### Met3 routing, run 1

(8 px per µm) Cells faint in the background.
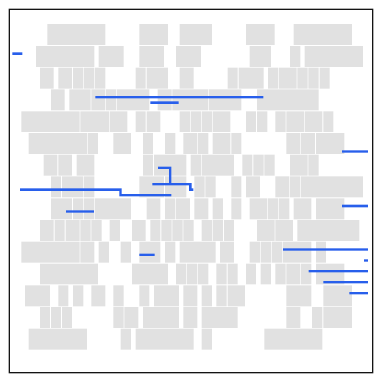
### Wiring by layer, run 1

(10 px per µm) Only two layers are drawn.
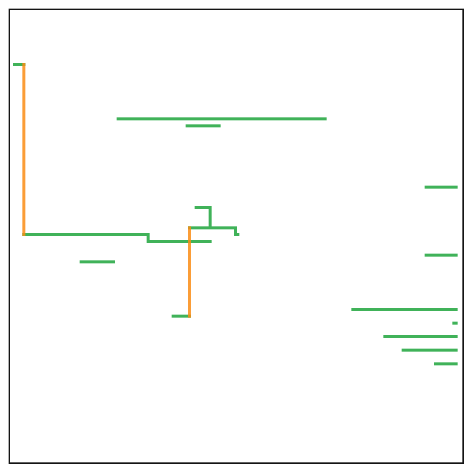
### Metal 1, run 1

(12 px per µm) Supply wires on this layer in grey. Cells faint in the background.
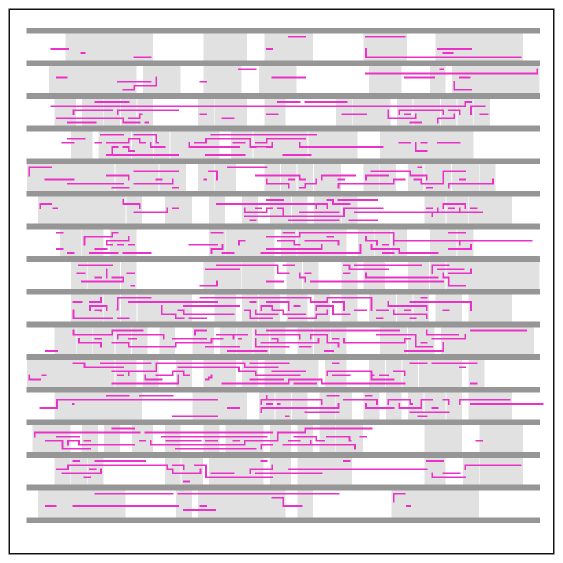
### Where the registers sit, run 1

(10 px per µm) Other sequential cells in the stronger grey, the rest of the logic in the fainter grey.
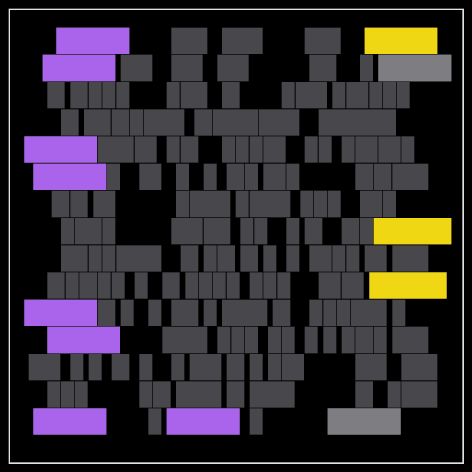
[config.mk]
export PLATFORM = sky130hd
export DESIGN_NAME = semaforo_ctrl
export DESIGN_NICKNAME = d
export VERILOG_FILES = /design/src/rtl/semaforo_ctrl.sv
export SDC_FILE = /design/constraint.sdc
export NUM_CORES = 1
export LEC_CHECK = 0
export ABC_AREA = 1
export CORE_MARGIN = 1
export CORE_UTILIZATION = 53
export DETAILED_ROUTE_END_ITERATION = 6
export GPL_TIMING_DRIVEN = 0
export MAX_ROUTING_LAYER = met4
export PLACE_DENSITY = 0.76
export SYNTH_ARGS = -nofsm -noshare
export SYNTH_HDL_FRONTEND = slang
export SYNTH_SLANG_ARGS = --single-unit
[constraint.sdc]
create_clock -name clk -period 2.1 [get_ports clk]
set_input_delay 0.42 -clock clk [delete_from_list [all_inputs] [get_ports clk]]
set_output_delay 0.42 -clock clk [all_outputs]
set_load 0.05 [all_outputs]
[src/rtl/semaforo_ctrl.sv]
// Two-approach traffic-light controller with minimum green, all-red clearance and night flash.
// Latency: lamps and fase decode the registered state combinationally, so there is no extra output delay.
// Backpressure: none; bt is latched as a pending request and noite overrides every other exit.
//
// Ports:
//   clk      - single clock; all state updates on the rising edge
//   rst      - synchronous active-high reset; has priority over every other input
//   bt       - crossing request, sampled every edge (held high = repeated presses)
//   noite    - night-mode level enable
//   A, B     - road lamps {red,yellow,green}
//   req_pend - latched request waiting to be served
//   fase     - current state code (debug)
module semaforo_ctrl #(
  parameter int CNT_W       = 8,
  parameter int T_VERDE_MIN = 4,
  parameter int T_AMARELO   = 3,
  parameter int T_VERMELHO  = 2,
  parameter int T_VERDE_B   = 5,
  parameter int T_PISCA     = 2
) (
  input  logic       clk,
  input  logic       rst,
  input  logic       bt,
  input  logic       noite,
  output logic [2:0] A,
  output logic [2:0] B,
  output logic       req_pend,
  output logic [2:0] fase
);

  localparam logic [2:0] A_VERDE = 3'd0;
  localparam logic [2:0] A_AMAR  = 3'd1;
  localparam logic [2:0] VERM1   = 3'd2;
  localparam logic [2:0] B_VERDE = 3'd3;
  localparam logic [2:0] B_AMAR  = 3'd4;
  localparam logic [2:0] VERM2   = 3'd5;
  localparam logic [2:0] NOITE   = 3'd6;

  localparam logic [2:0] L_RED   = 3'b100;
  localparam logic [2:0] L_YEL   = 3'b010;
  localparam logic [2:0] L_GRN   = 3'b001;
  localparam logic [2:0] L_DARK  = 3'b000;

  // A zero duration is treated as one cycle, so every limit is max(D,1)-1.
  localparam int D_VMIN  = (T_VERDE_MIN < 1) ? 1 : T_VERDE_MIN;
  localparam int D_AMAR  = (T_AMARELO   < 1) ? 1 : T_AMARELO;
  localparam int D_VERM  = (T_VERMELHO  < 1) ? 1 : T_VERMELHO;
  localparam int D_VB    = (T_VERDE_B   < 1) ? 1 : T_VERDE_B;
  localparam int D_PISCA = (T_PISCA     < 1) ? 1 : T_PISCA;

  localparam logic [CNT_W-1:0] LIM_VMIN  = CNT_W'(D_VMIN - 1);
  localparam logic [CNT_W-1:0] LIM_AMAR  = CNT_W'(D_AMAR - 1);
  localparam logic [CNT_W-1:0] LIM_VERM  = CNT_W'(D_VERM - 1);
  localparam logic [CNT_W-1:0] LIM_VB    = CNT_W'(D_VB - 1);
  localparam logic [CNT_W-1:0] LIM_PISCA = CNT_W'(D_PISCA - 1);

  logic [2:0]       state;
  logic [2:0]       state_nxt;
  logic [CNT_W-1:0] cnt;
  logic             pisca;

  // Next-state selection; night mode overrides timer and request exits.
  always_comb begin
    state_nxt = state;
    case (state)
      A_VERDE: if ((req_pend | bt) && (cnt >= LIM_VMIN)) state_nxt = A_AMAR;
      A_AMAR:  if (cnt == LIM_AMAR) state_nxt = VERM1;
      VERM1:   if (cnt == LIM_VERM) state_nxt = B_VERDE;
      B_VERDE: if (cnt == LIM_VB)   state_nxt = B_AMAR;
      B_AMAR:  if (cnt == LIM_AMAR) state_nxt = VERM2;
      VERM2:   if (cnt == LIM_VERM) state_nxt = A_VERDE;
      NOITE:   if (!noite)          state_nxt = VERM2;
      default:                      state_nxt = A_VERDE;
    endcase
    if (noite) state_nxt = NOITE;
  end

  always_ff @(posedge clk) begin
    if (rst) begin
      state    <= A_VERDE;
      cnt      <= '0;
      req_pend <= 1'b0;
      pisca    <= 1'b0;
    end else begin
      state <= state_nxt;

      // Phase timer. Inside NOITE it doubles as the flash half-period timer,
      // wrapping each time the lamp toggles.
      if (state_nxt != state) begin
        cnt   <= '0;
        pisca <= (state_nxt == NOITE);
      end else if (state == NOITE) begin
        if (cnt >= LIM_PISCA) begin
          cnt   <= '0;
          pisca <= ~pisca;
        end else begin
          cnt <= cnt + 1'b1;
        end
      end else if (cnt != {CNT_W{1'b1}}) begin
        cnt <= cnt + 1'b1;
      end

      // Request latch: night mode and B_VERDE entry both clear it and win over bt.
      if ((state == NOITE) || (state_nxt == NOITE)) begin
        req_pend <= 1'b0;
      end else if ((state_nxt == B_VERDE) && (state != B_VERDE)) begin
        req_pend <= 1'b0;
      end else if (bt) begin
        req_pend <= 1'b1;
      end
    end
  end

  // Lamp decode from registered state only.
  always_comb begin
    A = L_RED;
    B = L_RED;
    case (state)
      A_VERDE: begin A = L_GRN; B = L_RED; end
      A_AMAR:  begin A = L_YEL; B = L_RED; end
      VERM1:   begin A = L_RED; B = L_RED; end
      B_VERDE: begin A = L_RED; B = L_GRN; end
      B_AMAR:  begin A = L_RED; B = L_YEL; end
      VERM2:   begin A = L_RED; B = L_RED; end
      NOITE:   begin
        A = pisca ? L_YEL : L_DARK;
        B = pisca ? L_YEL : L_DARK;
      end
      default: begin A = L_RED; B = L_RED; end
    endcase
  end

  assign fase = state;

endmodule
==> results.cfg, run 1 <==
; flow metrics
[critical_path]
max_stage_delay_ps = 510
worst_path_max_delay_cell = clkdlybuf4s15_1
crit_fanout = 7
r2r_cells = 12
cp-start-kind = flop

[outcome]
status = completed

[finish]
nMultiInputCombCells = 116
diodes = 0
fin_area_um2 = 1199
seq_area_share_pct = 21.92
most-common-layout-cells = nand2_1, nor2_1, inv_1
final.fill_count = 176
lay_top_count = nand2_1

[yosys]
ys_sh_adder_pct = 6.313
syn-cell-area_um2 = 991.0
ys_ff = 13
syn_inst = 157
flop_cell = dfxtp_1

[sta]
whs_ps = 530.6
finalSetupTns_ps = 0

[cts]
cts.sinks = 13
clk_latency_ps = 280
cts_buffers = 3
cts_root_buffer = clkbuf_4

[detailed_routing]
met1_length_mm = 1.013
dr.pass1.iters = 4

[power]
p_leak_uw = 0.0005306
power_density_nw_per_um2 = 498.9
p_comb_share_pct = 28.7

[grt]
grt_first_pass_wirelength_mm = 3.581

[min_path]
holdCritPathClass = flop to flop

[floorplan]
die_width_um = 45.24
die_y_um = 45.24

[place]
dpl.cell_count = 195
-- 'Met3 routing' (at the start) --
longest straight run = 20.7 µm
main direction = horizontal
wire length on this layer = 89.0 µm
Detailed Route WL: 2.154 mm
vias post-DR: 1023
met3 Use GR: 2.800%

-- 'Wiring by layer' (at the start) --
M3 -> green  # wire length 89.0 µm
M4 -> orange  # wire length 25.8 µm

-- 'Metal 1' (at the start) --
main direction = horizontal
wire length on this layer = 1010 µm
nets with wire on the layer = 163
GR Util met1: 30.17%

-- 'Where the registers sit' (at the start) --
cnt -> purple  # flops 8
fase -> yellow  # flops 3
not coloured = 2

==> run 2: changes to the inputs <==
--- a/config.mk
+++ b/config.mk
@@ -11,7 +11,8 @@
 export DETAILED_ROUTE_END_ITERATION = 6
 export GPL_TIMING_DRIVEN = 0
 export MAX_ROUTING_LAYER = met4
-export PLACE_DENSITY = 0.76
+export PLACE_DENSITY = 0.81
+export REMOVE_ABC_BUFFERS = 1
 export SYNTH_ARGS = -nofsm -noshare
 export SYNTH_HDL_FRONTEND = slang
 export SYNTH_SLANG_ARGS = --single-unit
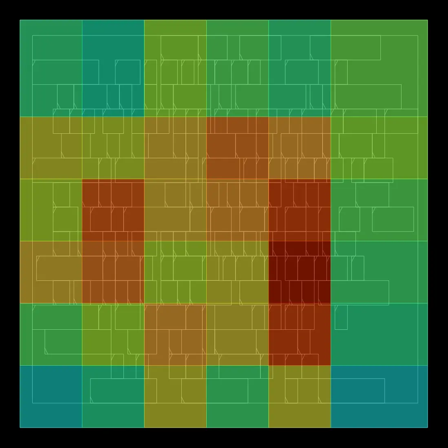
*Routing congestion, run 2*
Routed WL per cell: 11.73 µm
GR Util met1: 30.88%
gr busiest metal: met2
total track usage: 26.63%
M2 GR Usage: 44.64%

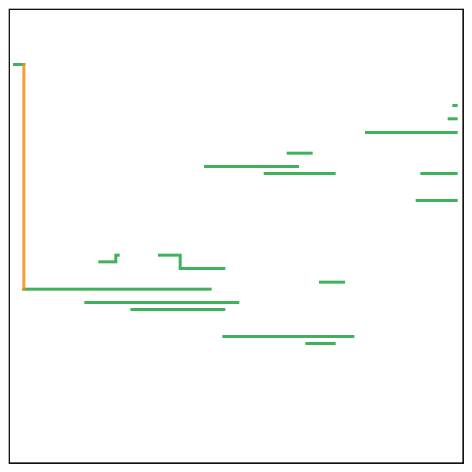
*Wiring by layer, run 2*
(10 px per µm) Only two layers are drawn.
M3 -> green  # wire length 108 µm
M4 -> orange  # wire length 22.4 µm

==> results.cfg, run 2 <==
; flow metrics
[power]
p_leak_uw = 0.0005593
power_density_nw_per_um2 = 495.7
p_comb_share_pct = 27.6

[yosys]
syn-cell-area_um2 = 991.0
flop_cell = dfxtp_1
ys_sh_adder_pct = 6.313
ys_ff = 13
syn_inst = 157

[detailed_routing]
via_count = 1029
wl_mm = 2.335
met1_length_um = 995
dr.pass1.iters = 4

[cts]
clk_latency_ps = 270
cts_buffers = 3
cts_root_buffer = clkbuf_4
cts.sinks = 13

[outcome]
status = completed

[finish]
lay_top_count = nand2_1
seq_area_share_pct = 22.30
most-common-layout-cells = nand2_1, nor2_1, inv_1
utilization_pct = 67.81
diodes = 0
nMultiInputCombCells = 116
fin_area_um2 = 1184

[floorplan]
die_y_um = 45.24
design.core.area_um2 = 1745

[grt]
grt_util_met3_pct = 3.600
grt_first_pass_wirelength_mm = 3.767

[critical_path]
cp-start-kind = flop
crit_fanout = 10
worst_path_max_delay_cell = dfxtp_2
r2r_cells = 12

[sta]
whs_ps = 513.9
finalSetupTns_ps = 0

[min_path]
holdCritPathClass = flop to flop
### Metal 1, run 2

(12 px per µm) Supply wires on this layer in grey. Cells faint in the background.
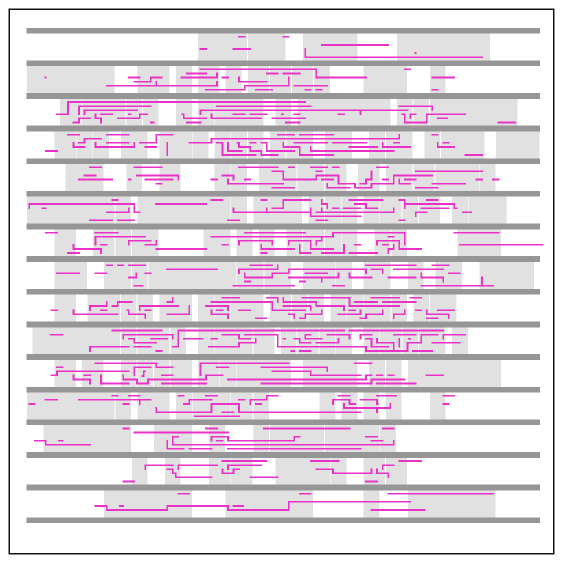

==> run 3: changes to the inputs <==
--- a/config.mk
+++ b/config.mk
@@ -7,11 +7,11 @@
 export LEC_CHECK = 0
 export ABC_AREA = 1
 export CORE_MARGIN = 1
-export CORE_UTILIZATION = 53
+export CORE_UTILIZATION = 50
 export DETAILED_ROUTE_END_ITERATION = 6
 export GPL_TIMING_DRIVEN = 0
 export MAX_ROUTING_LAYER = met4
-export PLACE_DENSITY = 0.81
+export PLACE_DENSITY = 0.77
 export REMOVE_ABC_BUFFERS = 1
 export SYNTH_ARGS = -nofsm -noshare
 export SYNTH_HDL_FRONTEND = slang
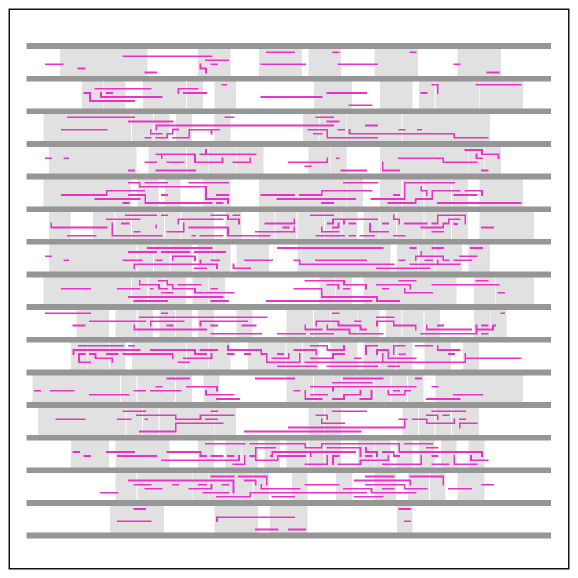
*Metal 1, run 3*
(12 px per µm) Supply wires on this layer in grey. Cells faint in the background.
wire length on this layer = 919 µm
main direction = horizontal
longest straight run = 14.7 µm
vias post-DR: 1069
GR Util met1: 29.18%
Detailed Route WL: 2.318 mm

==> results.cfg, run 3 <==
; flow metrics
[power]
p_comb_share_pct = 27.6
power_density_nw_per_um2 = 501.2

[cts]
clk_latency_ps = 290
cts.sinks = 13

[finish]
diodes = 0
utilization_pct = 65.26
most-common-layout-cells = nand2_1, nor2_1, inv_1

[detailed_routing]
met1_length_um = 918
dr.pass1.iters = 4

[critical_path]
worst_path_max_delay_cell = clkdlybuf4s15_1
crit_fanout = 8
max_stage_delay_ps = 530

[grt]
grt_util_all_layers_pct = 26.20
gr-usage-met2_pct = 43.61

[yosys]
syn_inst = 157
ys_sh_adder_pct = 6.313
ys_ff = 13
syn-cell-area_um2 = 991.0

[floorplan]
die_y_um = 46.52

[sta]
finalSetupTns_ps = 0

[min_path]
holdCritPathClass = flop to flop

[outcome]
status = completed
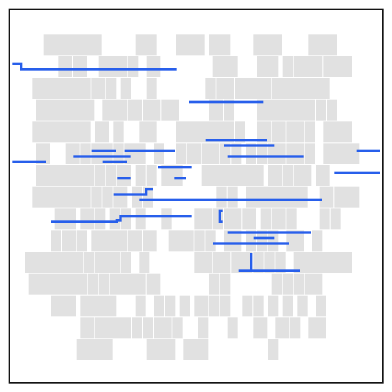
*Met3 routing, run 3*
(8 px per µm) Cells faint in the background.
main direction = horizontal
wire length on this layer = 168 µm
met3 Use GR: 8.235%

